File: config.mk
export PLATFORM = sky130hd
export DESIGN_NAME = pwm_capture
export DESIGN_NICKNAME = d
export VERILOG_FILES = /design/src/rtl/pwm_pkg.sv /design/src/rtl/pwm_edge_sync.sv /design/src/rtl/pwm_capture.sv
export SDC_FILE = /design/constraint.sdc
export NUM_CORES = 1
export LEC_CHECK = 0
export CAP_MARGIN = 20
export CORE_AREA = 10 10 67 83
export CTS_CLUSTER_DIAMETER = 40
export DETAILED_ROUTE_END_ITERATION = 10
export DIE_AREA = 0 0 77 93
export GPL_TIMING_DRIVEN = 1
export PLACE_DENSITY = 0.74
export SLEW_MARGIN = 20
export SYNTH_ARGS = -nofsm -noshare
export SYNTH_HDL_FRONTEND = slang
export SYNTH_HIERARCHICAL = 1
export SYNTH_SLANG_ARGS = --single-unit
File: constraint.sdc
create_clock -name clk -period 1.93 [get_ports clk]
set_clock_uncertainty 0.05 [all_clocks]
set_input_delay 0.386 -clock clk [delete_from_list [all_inputs] [get_ports clk]]
set_output_delay 0.386 -clock clk [all_outputs]
set_load 0.005 [all_outputs]
File: src/rtl/pwm_pkg.sv
// Shared definitions for the pwm generator / capture pair: duty encoding,
// default period and the capture FSM state encoding.
package pwm_pkg;
  localparam int DUTY_W = 7;
  localparam int DUTY_MAX = 100;
  localparam int PERIOD_TICKS_DEFAULT = 100;

  typedef enum logic {
    SEARCH  = 1'b0,
    MEASURE = 1'b1
  } cap_state_t;
endpackage

File: src/rtl/pwm_edge_sync.sv
// Synchronizes pwm_in, optionally glitch-filters it on the sample tick, and
// flags rise/fall on the tick-qualified level. Filter: PWM_CAPTURE_GLITCH_FILTER_EN.
module pwm_edge_sync #(
  parameter int SYNC_STAGES  = 2,
  parameter int FILTER_TICKS = 3
) (
  input  logic clk,
  input  logic reset,
  input  logic tick,
  input  logic pwm_in,
  output logic cur,
  output logic rise,
  output logic fall,
  output logic smp
);
`ifdef PWM_CAPTURE_GLITCH_FILTER_EN
  localparam bit FILTER_EN = 1'b1;
`else
  localparam bit FILTER_EN = 1'b0;
`endif
  localparam int FW = (FILTER_TICKS > 1) ? $clog2(FILTER_TICKS + 1) : 1;

  logic [SYNC_STAGES-1:0] sync;
  logic [FW-1:0]          fcnt;
  logic                   prev;
  logic                   s;

  assign s = sync[SYNC_STAGES-1];

  always_ff @(posedge clk or posedge reset) begin
    if (reset) begin
      sync <= '0;
      fcnt <= '0;
      prev <= 1'b0;
      cur  <= 1'b0;
      smp  <= 1'b0;
    end else begin
      sync[0] <= pwm_in;
      for (int i = 1; i < SYNC_STAGES; i++) sync[i] <= sync[i-1];
      smp <= tick;
      // Without the filter every differing sample is accepted immediately.
      if (tick) begin
        prev <= cur;
        if (s == cur) begin
          fcnt <= '0;
        end else if (!FILTER_EN || fcnt == FW'(FILTER_TICKS - 1)) begin
          cur  <= s;
          fcnt <= '0;
        end else begin
          fcnt <= fcnt + 1'b1;
        end
      end
    end
  end

  // smp marks the clk where the freshly ticked prev/cur pair is visible.
  assign rise = smp & ~prev & cur;
  assign fall = smp & prev & ~cur;
endmodule

File: src/rtl/pwm_capture.sv
// Measures rise-to-rise PWM periods on the 1 MHz tick and reports duty 0..100,
// with period-tolerance and stuck-level detection. Filter: PWM_CAPTURE_GLITCH_FILTER_EN.
import pwm_pkg::*;

module pwm_capture #(
  parameter int PERIOD_TICKS = PERIOD_TICKS_DEFAULT,
  parameter int TOLERANCE    = 2,
  parameter int SYNC_STAGES  = 2,
  parameter int FILTER_TICKS = 3
) (
  input  logic              clk,
  input  logic              reset,
  input  logic              one_MHz_enable,
  input  logic              pwm_in,
  output logic [DUTY_W-1:0] duty_cycle,
  output logic              duty_valid,
  output logic              period_error
);
  localparam int CNT_W = $clog2(PERIOD_TICKS + TOLERANCE + 2);
  localparam logic [CNT_W-1:0] STUCK = CNT_W'(PERIOD_TICKS + TOLERANCE + 1);

  cap_state_t       state;
  logic [CNT_W-1:0] per_cnt;
  logic [CNT_W-1:0] high_cnt;
  logic [CNT_W-1:0] idle_cnt;
  logic             level;
  logic             rise;
  logic             fall;
  logic             smp;

  function automatic logic [CNT_W-1:0] sat_inc(input logic [CNT_W-1:0] v);
    return (v == '1) ? v : v + 1'b1;
  endfunction

  function automatic logic [DUTY_W-1:0] clip_duty(input logic [CNT_W-1:0] v);
    if (int'(v) > DUTY_MAX) return DUTY_W'(DUTY_MAX);
    return DUTY_W'(v);
  endfunction

  function automatic logic in_tol(input logic [CNT_W-1:0] v);
    int p;
    p = int'(v);
    return (p >= PERIOD_TICKS - TOLERANCE) && (p <= PERIOD_TICKS + TOLERANCE);
  endfunction

  pwm_edge_sync #(
    .SYNC_STAGES (SYNC_STAGES),
    .FILTER_TICKS(FILTER_TICKS)
  ) u_edge (
    .clk   (clk),
    .reset (reset),
    .tick  (one_MHz_enable),
    .pwm_in(pwm_in),
    .cur   (level),
    .rise  (rise),
    .fall  (fall),
    .smp   (smp)
  );

  always_ff @(posedge clk or posedge reset) begin
    if (reset) begin
      state        <= SEARCH;
      per_cnt      <= '0;
      high_cnt     <= '0;
      idle_cnt     <= '0;
      duty_cycle   <= '0;
      duty_valid   <= 1'b0;
      period_error <= 1'b0;
    end else begin
      duty_valid   <= 1'b0;
      period_error <= 1'b0;
      if (smp) begin
        if (rise) begin
          // A rise both closes the running period and opens the next one.
          if (state == MEASURE) begin
            if (in_tol(per_cnt)) begin
              duty_cycle <= clip_duty(high_cnt);
              duty_valid <= 1'b1;
            end else begin
              period_error <= 1'b1;
            end
          end
          idle_cnt <= '0;
          per_cnt  <= CNT_W'(1);
          high_cnt <= CNT_W'(1);
          state    <= MEASURE;
        end else if (!fall && sat_inc(idle_cnt) == STUCK) begin
          duty_cycle <= level ? DUTY_W'(DUTY_MAX) : '0;
          duty_valid <= 1'b1;
          idle_cnt   <= '0;
          per_cnt    <= '0;
          high_cnt   <= '0;
          state      <= SEARCH;
        end else begin
          idle_cnt <= fall ? '0 : sat_inc(idle_cnt);
          if (state == MEASURE) begin
            per_cnt <= sat_inc(per_cnt);
            if (level) high_cnt <= sat_inc(high_cnt);
          end
        end
      end
    end
  end
endmodule

==> impl_report.txt, run 1 <==
IMPLEMENTATION SUMMARY REPORT
----------------------------------------------------
[Clock network]
  CTS tree ........................ yes
  CTS buffer count ........................ 5

[Worst setup path]
  Type of origin of the critical path ........................ register
  Worst Setup Path Type ........................ register to register
  Launching point of the worst reg2reg path ........................ idle_cnt[4]
  Data required, critical path ........................ 2070 ps
  Worst path slowest cell ........................ dfrtp_2

[Run status]
  Result of the run ........................ complete, but fails checks
  Violated checks ........................ setup timing

[Final timing]
  Worst setup slack after layout ........................ -204 ps
  Minimum clock period after layout ........................ 2130 ps
  Worst-Margin Slew ........................ 405 ps
  Sum of negative setup slack ........................ -3730 ps
  Final number of setup-violating endpoints ........................ 29
  Final tally of max-slew violations ........................ 0

[Finish]
  Non-filler cells in the finished layout ........................ 335
  Layout net count ........................ 287
  Most frequent cells in the layout ........................ buf_4, dfrtp_1, inv_1
  Diodes inserted ........................ 0
  Most frequent logic cell in the layout ........................ buf_4

[Floorplanning]
  Top Ports ........................ 13
  Fraction of the core area occupied by cells at floorplan ........................ 0.515
  Y dimension of the die ........................ 93 um

[Global routing]
  Pin count of the biggest net entering global routing ........................ 32
  Overflow left after global routing ........................ 0
  Global-route wire length before repair ........................ 9170 um

[Synth]
  Share of cell area taken by muxes after synthesis ........................ 0.0109
  Syn Nets ........................ 225
  Yosys simple share ........................ 0.181
  Post-Synthesis Mean Instance Area ........................ 9.55 um2
  Syn Inst Count ........................ 216
  Post-synthesis xor/xnor area fraction ........................ 0.0212
  Post-synth area from yosys stat ........................ 0.00206 mm2
  Yosys warning count ........................ 6
  Cell taking the most area after synthesis ........................ dfrtp_1

[Route]
  Detail Route Antenna Nets ........................ 0
  Number of optimization iterations in the first detailed-route pass ........................ 5
  Routed via count ........................ 2047
  WL/cell ........................ 17.4 um
  Drt total wl ........................ 5830 um

[Power]
  Reg power frac ........................ 0.390
  Net switching power figure ........................ 1.04 mW
  IR drop worst, VDD ........................ 664 uV
  Power per Cell Area ........................ 949 mW/mm2
  Clock power frac ........................ 0.238

[Place]
  Final Wtd Congestion ........................ 0.882
  Buffers on Ports ........................ 12
  DP Wirelength ........................ 3570 um
  Placed Area ........................ 0.00252 mm2

[Hold path]
  Hold Path Class ........................ input port to async pin

[Flow run]
  Max-cap violation count ........................ 0
  OpenROAD warning count ........................ 30

----------------------------------------------------
## run 1: layout make-up
type | instances | area [um2]
Multi-Input combinational cell | 150 | 1280
Clock buffer | 5 | 68.8
Clock inverter | 3 | 42.5
Fill cell | 264 | 1010
Inverter | 19 | 71.3
Timing Repair Buffer | 66 | 561
Sequential cell | 36 | 902
Tap cell | 56 | 70.1
## run 1: cell families (layout without fill, tap and decap cells)
group / Yosys count / count (layout)
AND-OR/OR-AND: 68 / 70
AND/OR/NAND/NOR: 68 / 68
flip-flops: 36 / 36
buffers and inverters: 32 / 93
adder cells (fa/ha/maj): 5 / 5
XOR/XNOR: 5 / 5
multiplexers: 2 / 2
## run 1: metrics by stage
step / utilization / total power [mW] / setup WS [ps]
finish: 0.748 / 2.84 / -204
global route: 0.748 / 3.00 / -262
CTS: 0.687 / 2.74 / -114
detailed placement: 0.631 / 1.97 / -154
global placement: 0.631 / 1.95 / -95.2
floorplan: - / 1.65 / 17.6
## run 1: cell usage after synthesis (2+ instances only)
master and count:
o31ai_1 3, nand3_1 7, and3b_1 2, xor2_1 2
a22oi_1 2, o221ai_1 4, xnor2_1 3, dfrtp_1 36
nor2_1 11, nor3b_1 3, o2bb2ai_1 3, nor4b_1 2
a221oi_1 2, a31oi_1 2, a41oi_1 3, o32ai_1 3
mux2_2 2, nand2_1 18, clkbuf_1 8, clkinv_1 2
nor4_1 2, a22o_1 5, buf_2 4, o21ai_0 5
o2111ai_1 3, and4_1 3, and3_1 7, nor3_1 3
o21ai_1 3, ha_1 5, a21oi_1 9, nand2b_1 3
o22ai_1 3, nand4_1 4, a211oi_1 3, o211ai_1 5
inv_1 17
## run 1: layer usage
metal  GRT usage  vias up  wire (um)
met5           0        -          0
met4      0.0595        0         63
met3      0.0364        7        346
met2       0.265       92       2950
met1       0.180     1002       2470
li1            -      946          -
## run 1: timing repair
item                       4_1_cts  5_1_grt
pin swaps                       14       15
setup endpoints to repair       25       29
gates cloned                     2        0
resized                          9       29
setup buffers                    6       11
## run 1: power groups by stage
| stage | Combinational (mW) | Clock [mW] | Sequential [mW] |
|---|---|---|---|
| after floorplan | 0.602 | 0 | 1.05 |
| after global placement | 0.855 | 0 | 1.09 |
| after detailed placement | 0.874 | 0 | 1.10 |
| after CTS | 0.956 | 0.691 | 1.09 |
| after global routing | 1.16 | 0.714 | 1.13 |
| final | 1.06 | 0.677 | 1.11 |
## run 1: final timing paths
kind	slack [ps]	to	cells after the start
max	-200	duty_cycle[2]	8
min	260	u_edge/prev	2
max reg2reg	-200	duty_cycle[2]	8
min reg2reg	310	u_edge/sync[1]	0
max in group asynchronous	1070	high_cnt[5]	3
min in group clk	310	u_edge/sync[1]	0
## run 1: registers in the layout, summed over array words and instances (netlist names)
name / flops
duty_valid: 1
u_edge/smp: 1
u_edge/cur: 1
high_cnt: 7
state: 1
idle_cnt: 7
u_edge/prev: 1
duty_cycle: 7
period_error: 1
per_cnt: 7
u_edge/sync: 2
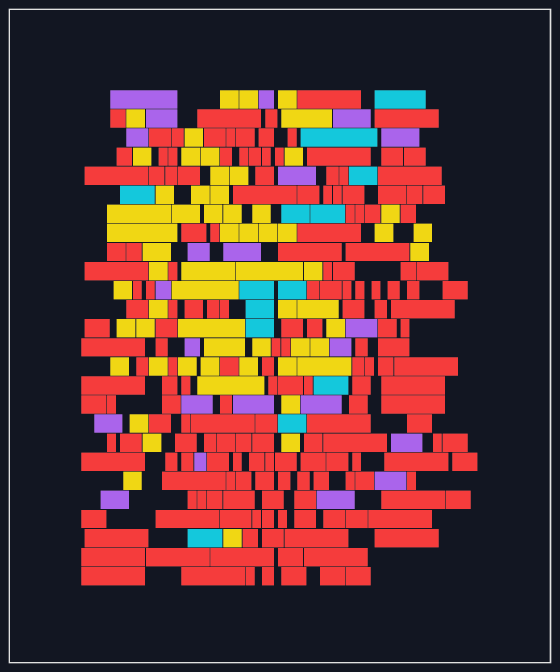
**Above:** run 1 (cell sizes after repair).
drive 6 and up -> cyan  # cells 13, share 4.7%
drive 3 to 4 -> yellow  # cells 61, share 22%
drive 2 -> purple  # cells 22, share 7.9%
drive 1 or less -> red  # cells 183, share 66%

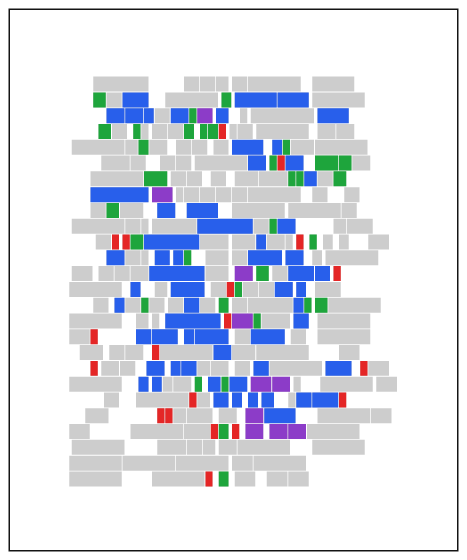
**Above:** run 1 (selected gate families).
NAND gates -> green  # cells 33, most used nand2_1
inverting AOI/OAI gates -> blue  # cells 60, most used a21oi_1
AND-OR and OR-AND gates -> purple  # cells 10, most used a22o_1
inverters -> red  # cells 19, most used inv_1

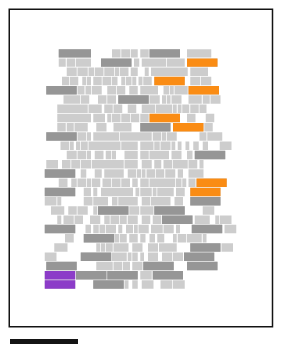
**Above:** run 1 (where the registers sit).
Scale bar: 20 um.
u_edge/sync -> purple  # sequential cells 2
per_cnt -> orange  # sequential cells 7
not colored = 27

## Run 2: what changed since run 1
--- a/config.mk
+++ b/config.mk
@@ -8,6 +8,7 @@
 export CAP_MARGIN = 20
 export CORE_AREA = 10 10 67 83
 export CTS_CLUSTER_DIAMETER = 40
+export CTS_CLUSTER_SIZE = 24
 export DETAILED_ROUTE_END_ITERATION = 10
 export DIE_AREA = 0 0 77 93
 export GPL_TIMING_DRIVEN = 1
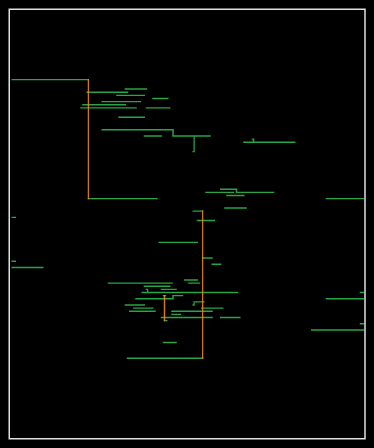
**Above:** run 2 (wiring by layer).
Two of the layers only.
met3 -> green  # wire length 346 um
met4 -> orange  # wire length 63.2 um

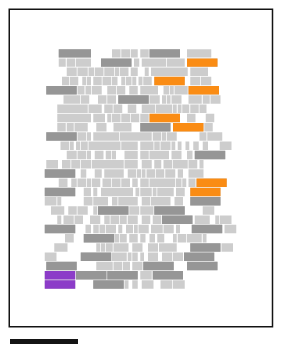
**Above:** run 2 (where the registers sit).
Scale bar: 20 um.
u_edge/sync -> purple  # sequential cells 2
per_cnt -> orange  # sequential cells 7

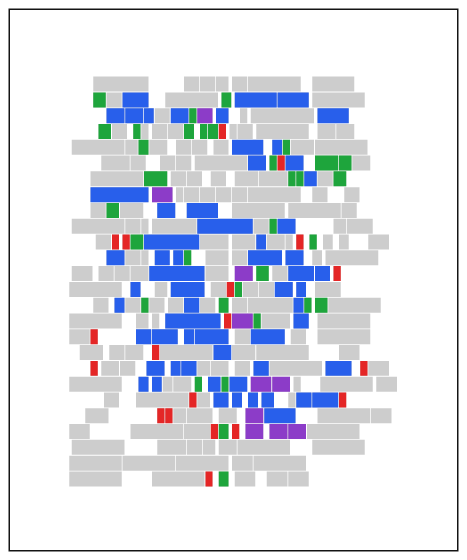
**Above:** run 2 (selected gate families).
inverting AOI/OAI gates -> blue  # cells 60, most used a21oi_1
AND-OR and OR-AND gates -> purple  # cells 10, most used a22o_1
inverters -> red  # cells 19, most used inv_1
NAND gates -> green  # cells 33, most used nand2_1

==> impl_report.txt, run 2 <==
IMPLEMENTATION SUMMARY REPORT
----------------------------------------------------
[Floorplanning]
  Fraction of the core area occupied by cells at floorplan ........................ 0.515 (unchanged)
  Core footprint ........................ 0.00400 mm2
  Standard-cell row count ........................ 26
  Y dimension of the die ........................ 93 um (unchanged)
  Top Ports ........................ 13 (unchanged)
  Die outline area ........................ 0.00716 mm2

[Route]
  Number of design rule violations left after detail routing ........................ 0
  Routed via count ........................ 2047 (unchanged)
  Initial DRC Count ........................ 201
  Number of optimization iterations in the first detailed-route pass ........................ 5 (unchanged)
  Drt total wl ........................ 5830 um (unchanged)
  WL/cell ........................ 17.4 um (unchanged)
  Detail Route Antenna Nets ........................ 0 (unchanged)

[Power]
  IR drop worst, VDD ........................ 664 uV (unchanged)
  Power per Cell Area ........................ 949 mW/mm2 (unchanged)

[Final timing]
  Worst-Margin Slew ........................ 405 ps (unchanged)
  Minimum clock period after layout ........................ 2130 ps (unchanged)
  Final number of hold-violating endpoints ........................ 0
  Peak clock frequency supported by timing ........................ 469 MHz
  Final tally of max-slew violations ........................ 0 (unchanged)
  Tcrit/Tclk final ........................ 1.11
  Final number of setup-violating endpoints ........................ 29 (unchanged)
  Hold WS ........................ 262 ps
  Worst setup slack after layout ........................ -204 ps (unchanged)

[Hold path]
  Hold Path Class ........................ input port to async pin

[Synth]
  Syn Inst Count ........................ 216 (unchanged)
  Leading register cell type out of synthesis ........................ dfrtp_1
  Leading cell types by count after synthesis ........................ dfrtp_1, nand2_1, inv_1, nor2_1, a21oi_1
  Post-synth area from yosys stat ........................ 0.00206 mm2 (unchanged)
  Yosys warning count ........................ 6 (unchanged)
  Post-Synthesis Mean Instance Area ........................ 9.55 um2 (unchanged)
  Top cells by area in the synthesized netlist ........................ dfrtp_1, nand2_1, inv_1
  FFs w/ async S/R, synth ........................ 1.00
  Cell taking the most area after synthesis ........................ dfrtp_1
  Synth Cell Area ........................ 0.00206 mm2
  Top cell type by instance count after synthesis ........................ dfrtp_1
  Top-area cell share ........................ 0.437
  Post-synth EDFFs ........................ 0
  Syn Nets ........................ 225 (unchanged)
  Distinct lib cells used ........................ 51

[Worst setup path]
  Largest delay share family, worst path ........................ AND-OR/OR-AND gates
  Data required, critical path ........................ 2070 ps (about the same)
  CP dominant cell by count ........................ buf_4
  Buffers and inverters on the worst path ........................ 3
  Type of origin of the critical path ........................ register
  Cell depth of the worst flop-to-flop path ........................ 8 (unchanged)
  CP max FO ........................ 7
  Worst Setup Path Type ........................ register to register
  Crit-path cells ........................ nand4_1 -> buf_4 -> nor4_4 -> buf_4 -> o221ai_4 -> o31a_1 -> buf_6 -> a22o_1
  Launching point of the worst reg2reg path ........................ idle_cnt[4]
  Register-to-Register Setup Slack ........................ -200 ps (about the same)
  Worst path slowest cell ........................ dfrtp_2
  Reg2Reg Capture Point ........................ duty_cycle[2]
  Critical Path Sink Type ........................ register
  Crit path arrival time ........................ 2270 ps

[Finish]
  Most frequent cells in the layout ........................ buf_4, dfrtp_1, inv_1
  Final-layout fill cell count ........................ 264 (unchanged)
  Layout net count ........................ 287 (unchanged)
  Diodes inserted ........................ 0 (unchanged)
  Most frequent logic cell in the layout ........................ buf_4

[Global routing]
  GRT Overall Usage ........................ 0.153
  Overflow left after global routing ........................ 0 (unchanged)
  Pin count of the biggest net entering global routing ........................ 32 (unchanged)
  Initial antenna violation count ........................ 0
  Global-route wire length before repair ........................ 9170 um (unchanged)

[Clock network]
  Clk sink count ........................ 36
  Hold buffers post-CTS ........................ 0
  CTS tree ........................ yes
  CTS buffer count ........................ 5 (unchanged)
  Clock slew at the register clock pins of the worst setup and hold paths ........................ 80 ps
  CTS H-Tree Depth ........................ 2

[Place]
  Worst setup slack before clock tree synthesis ........................ -154 ps (unchanged)
  Buffers on Ports ........................ 12 (unchanged)
  Final Wtd Congestion ........................ 0.882 (unchanged)
  DP Wirelength ........................ 3570 um (unchanged)

[Run status]
  Result of the run ........................ complete, but fails checks
  Violated checks ........................ setup timing

[Flow run]
  OpenROAD warning count ........................ 30 (unchanged)
  Max-cap violation count ........................ 0 (unchanged)

----------------------------------------------------
[run 2: cell counts after synthesis]
No cell type changed its count.
[run 2: worst max path at each step]
| stage | start | endpoint | slack (ps) | depth (start not counted) |
|---|---|---|---|---|
| 3_3_place_gp | idle_cnt[1] | high_cnt[3] | -100 | 6 |
| 5_1_grt | idle_cnt[4] | duty_cycle[1] | -260 | 8 |
| 6_report | idle_cnt[4] | duty_cycle[2] | -200 | 8 |
| 4_1_cts | idle_cnt[0] | duty_cycle[1] | -110 | 6 |
| 2_1_floorplan | idle_cnt[0] | duty_cycle[0] | 20 | 6 |
| 3_5_place_dp | idle_cnt[1] | idle_cnt[2] | -150 | 6 |
[run 2: layout make-up]
cell class,count,area [um2],area share
inverter,19,71.3,0.0238
multi-input combinational,150,1280,0.427
tap,56,70.1,0.0234
timing repair buffer,66,561,0.187
sequential,36,902,0.301
clock inverter,3,42.5,0.0142
clock buffer,5,68.8,0.0230
[run 2: metal layers]
| layer | up-vias | wire, um | global-route usage |
|---|---|---|---|
| met5 | - | 0 | 0 |
| met1 | 1002 | 2470 | 0.180 |
| li1 | 946 | - | - |
| met2 | 92 | 2950 | 0.265 |
| met3 | 7 | 346 | 0.0364 |
| met4 | 0 | 63 | 0.0595 |
[run 2: what timing repair did]
item,4_1_cts,5_1_grt
gates cloned,2,0
pin swaps,14,15
setup buffers,6,11
endpoints found under the setup margin,25,29
gates resized,9,29
[run 2: stage by stage]
| step | TNS (ps) | cells | util | cell area (um2) | power [mW] |
|---|---|---|---|---|---|
| after floorplan | 0 | 216 | - | 2110 | 1.65 |
| after global placement | -762 | 309 | 0.631 | 2520 | 1.95 |
| after detailed placement | -1820 | 309 | 0.631 | 2520 | 1.97 |
| after CTS | -1390 | 325 | 0.687 | 2750 | 2.74 |
| after global routing | -6030 | 335 | 0.748 | 2990 | 3.00 |
| final | -3730 | 335 | 0.748 | 2990 | 2.84 |
[run 2: cell families (layout without fill, tap and decap cells)]
group | count (synthesis) | in the layout | synth area share
XOR/XNOR | 5 | 5 | 0.0212
adder cells (fa/ha/maj) | 5 | 5 | 0.0303
flip-flops | 36 | 36 | 0.437
AND-OR/OR-AND | 68 | 70 | 0.257
AND/OR/NAND/NOR | 68 | 68 | 0.181
buffers and inverters | 32 | 93 | 0.0625
multiplexers | 2 | 2 | 0.0109
[run 2: power breakdown]
| group | internal, mW | switching, mW | leakage [nW] |
|---|---|---|---|
| Clock | 0.382 | 0.295 | 0.0541 |
| Combinational | 0.501 | 0.557 | 0.807 |
| Sequential | 0.916 | 0.191 | 0.450 |
| Total | 1.80 | 1.04 | 1.31 |
## Run 3: what changed since run 2
==> constraint.sdc (replaced) <==
create_clock -name clk -period 1.93 [get_ports clk]
set_clock_uncertainty 0.05 [all_clocks]
set_input_delay 0.579 -clock clk [delete_from_list [all_inputs] [get_ports clk]]
set_output_delay 0.579 -clock clk [all_outputs]
set_load 0.005 [all_outputs]
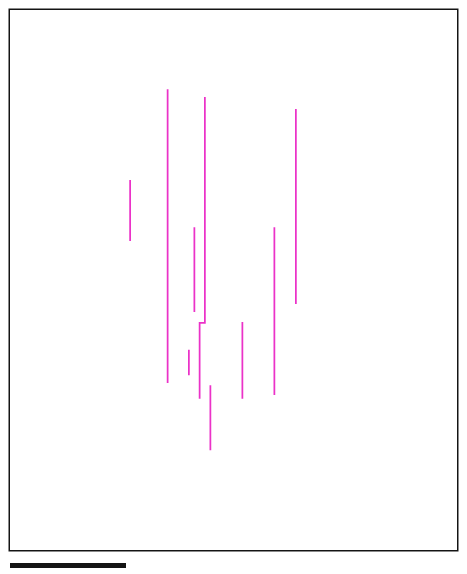
**Above:** run 3 (signal wires on met4).
Scale bar: 20 um.
longest straight run = 50.3 um
wire length on this layer = 217 um
nets with wire on the layer = 8

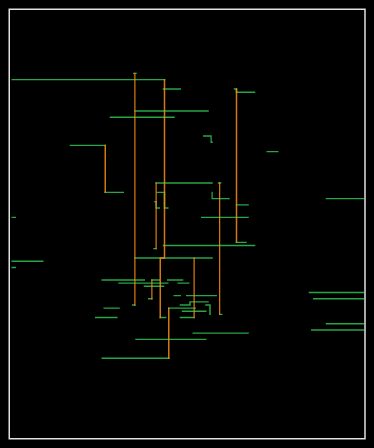
**Above:** run 3 (wiring by layer).
Two of the layers only.
met4 -> orange  # wire length 217 um
met3 -> green  # wire length 338 um

==> impl_report.txt, run 3 <==
IMPLEMENTATION SUMMARY REPORT
----------------------------------------------------
[Run status]
  Result of the run ........................ complete, but fails checks
  Violated checks ........................ setup timing

[Power]
  Power per Cell Area ........................ 958 mW/mm2 (+0.96%)
  Internal portion of total power ........................ 1.76 mW (-2.1%)
  Clock power frac ........................ 0.239 (about the same)
  Combinational group share of total power ........................ 0.365 (-0.007)

[Final timing]
  Tcrit/Tclk final ........................ 1.09 (-0.0176)
  Worst-Margin Slew ........................ 402 ps (-2.29 ps)
  Minimum clock period after layout ........................ 2100 ps (-34.0 ps)
  Sum of negative setup slack ........................ -2610 ps (+1120 ps)
  Final number of setup-violating endpoints ........................ 29 (unchanged)
  Worst setup slack after layout ........................ -170 ps (+34.0 ps)
  Final number of hold-violating endpoints ........................ 0 (unchanged)
  Peak clock frequency supported by timing ........................ 476 MHz (+1.6%)

[Floorplanning]
  Y dimension of the die ........................ 93 um (unchanged)
  Top Ports ........................ 13 (unchanged)
  Standard-cell row count ........................ 26 (unchanged)
  Die outline area ........................ 0.00716 mm2 (unchanged)

[Clock network]
  CTS buffer count ........................ 5 (unchanged)
  Clock slew at the register clock pins of the worst setup and hold paths ........................ 80 ps (about the same)
  CTS H-Tree Depth ........................ 2 (unchanged)
  Clk sink count ........................ 36 (unchanged)

[Synth]
  Cell taking the most area after synthesis ........................ dfrtp_1
  Leading cell types by count after synthesis ........................ dfrtp_1, nand2_1, inv_1, nor2_1, a21oi_1
  Top-area cell share ........................ 0.437 (unchanged)
  FFs w/ async S/R, synth ........................ 1.00 (unchanged)
  Synth Cell Area ........................ 0.00206 mm2 (unchanged)
  Yosys warning count ........................ 6 (unchanged)
  Post-Synthesis Mean Instance Area ........................ 9.55 um2 (unchanged)

[Flow run]
  OpenROAD warning count ........................ 30 (unchanged)
  Max-cap violation count ........................ 0 (unchanged)

[Hold path]
  Hold Path Class ........................ register to register

[Worst setup path]
  Crit-path cells ........................ nand4_1 -> buf_4 -> nor4_4 -> o221ai_4 -> buf_6 -> buf_4 -> o2111ai_2 -> o221ai_2
  Largest delay share family, worst path ........................ buffers and inverters
  CP dominant cell by count ........................ buf_4
  Buffers and inverters on the worst path ........................ 3 (unchanged)
  Type of origin of the critical path ........................ register
  Crit path arrival time ........................ 2230 ps (-40 ps)
  Data required, critical path ........................ 2060 ps (about the same)
  Worst Setup Path Type ........................ register to register

[Global routing]
  Global-route wire length before repair ........................ 8690 um (-5.2%)
  GRT Overall Usage ........................ 0.147 (-0.00602)
  Pin count of the biggest net entering global routing ........................ 32 (unchanged)
  Overflow left after global routing ........................ 0 (unchanged)
  Initial antenna violation count ........................ 0 (unchanged)

[Finish]
  Final cell utilization of the core ........................ 0.726 (-0.0216)
  Diodes inserted ........................ 0 (unchanged)
  Most frequent cells in the layout ........................ buf_4, dfrtp_1, inv_1

[Place]
  DP Wirelength ........................ 3460 um (-3.0%)
  Final Wtd Congestion ........................ 0.909 (+3.1%)
  Buffers on Ports ........................ 12 (unchanged)

[Route]
  Number of optimization iterations in the first detailed-route pass ........................ 4 (-1)
  Drt total wl ........................ 6090 um (+4.4%)
  Number of design rule violations left after detail routing ........................ 0 (unchanged)

----------------------------------------------------
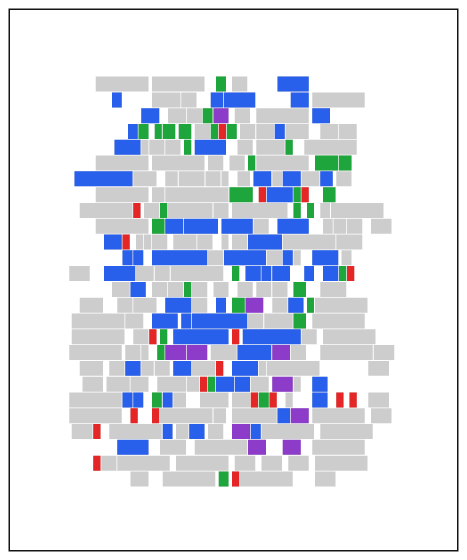
**Above:** run 3 (selected gate families).
most frequent logic cell in the layout: buf_4
non-filler cells in the finished layout: 324
fraction of standard cell area in multi-input logic: 0.443

run 3: cell counts after synthesis:
No cell type changed its count.
run 3: layer usage:
layer	vias up	share of wire	track usage	routed length (um)
met1	1022	0.40	0.167	2450
li1	925	-	-	-
met4	0	0.036	0.0732	217
met3	21	0.055	0.0421	337
met5	-	0	0	0
met2	76	0.51	0.250	3080
run 3: stage by stage:
stage          instances  cell area (um2)  hold slack [ps]  setup WS (ps)  total power, mW
2_1_floorplan        216             2110              281           17.6             1.65
5_1_grt              324             2910              320           -237             2.93
3_5_place_dp         306             2500              288           -147             1.95
4_1_cts              316             2730              314          -76.1             2.67
6_report             324             2910              315           -170             2.79
3_3_place_gp         306             2500              294           -146             1.93
run 3: logic make-up after synthesis:
group / share of synthesized area
AOI/OAI and AO/OA: 0.257
xor gates and xnor gates: 0.0212
adders and majority gates: 0.0303
buffers and inverters: 0.0625
DFF: 0.437
muxes: 0.0109
and+or+nand+nor: 0.181
run 3: area by class of cell:
| class | count | area (um2) |
|---|---|---|
| clock buffer | 6 | 72.6 |
| timing repair buffer | 56 | 469 |
| inverter | 19 | 71.3 |
| multi-input combinational | 149 | 1290 |
| sequential | 36 | 902 |
| fill | 277 | 1090 |
| tap | 56 | 70.1 |
| clock inverter | 2 | 35.0 |
run 3: path summary, 6_finish.rpt:
path | from | end | slack, ps | cells past startpoint
worst min register to register | u_edge/sync[0] | u_edge/sync[1] | 310 | 0
max in group asynchronous | reset | idle_cnt[2] | 890 | 3
min in group asynchronous | reset | u_edge/sync[0] | 440 | 2
worst max register to register | idle_cnt[6] | per_cnt[2] | -170 | 8
worst min-delay path | u_edge/sync[0] | u_edge/sync[1] | 310 | 0
worst max-delay path | idle_cnt[6] | per_cnt[2] | -170 | 8
run 3: power by group through the flow:
stage	clock [mW]	combinational [mW]	sequential (mW)
4_1_cts	0.665	0.908	1.09
3_3_place_gp	0	0.845	1.09
5_1_grt	0.693	1.11	1.13
2_1_floorplan	0	0.602	1.05
3_5_place_dp	0	0.848	1.10
6_report	0.664	1.02	1.10
run 3: what timing repair did:
item / 4_1_cts / 5_1_grt
gates cloned: 0 / 1
endpoints found under the setup margin: 25 / 28
hold buffers: 0 / 0
pin swaps: 15 / 14
resized: 21 / 25
buffers inserted: 3 / 8
Power and IR drop assume default switching activity.
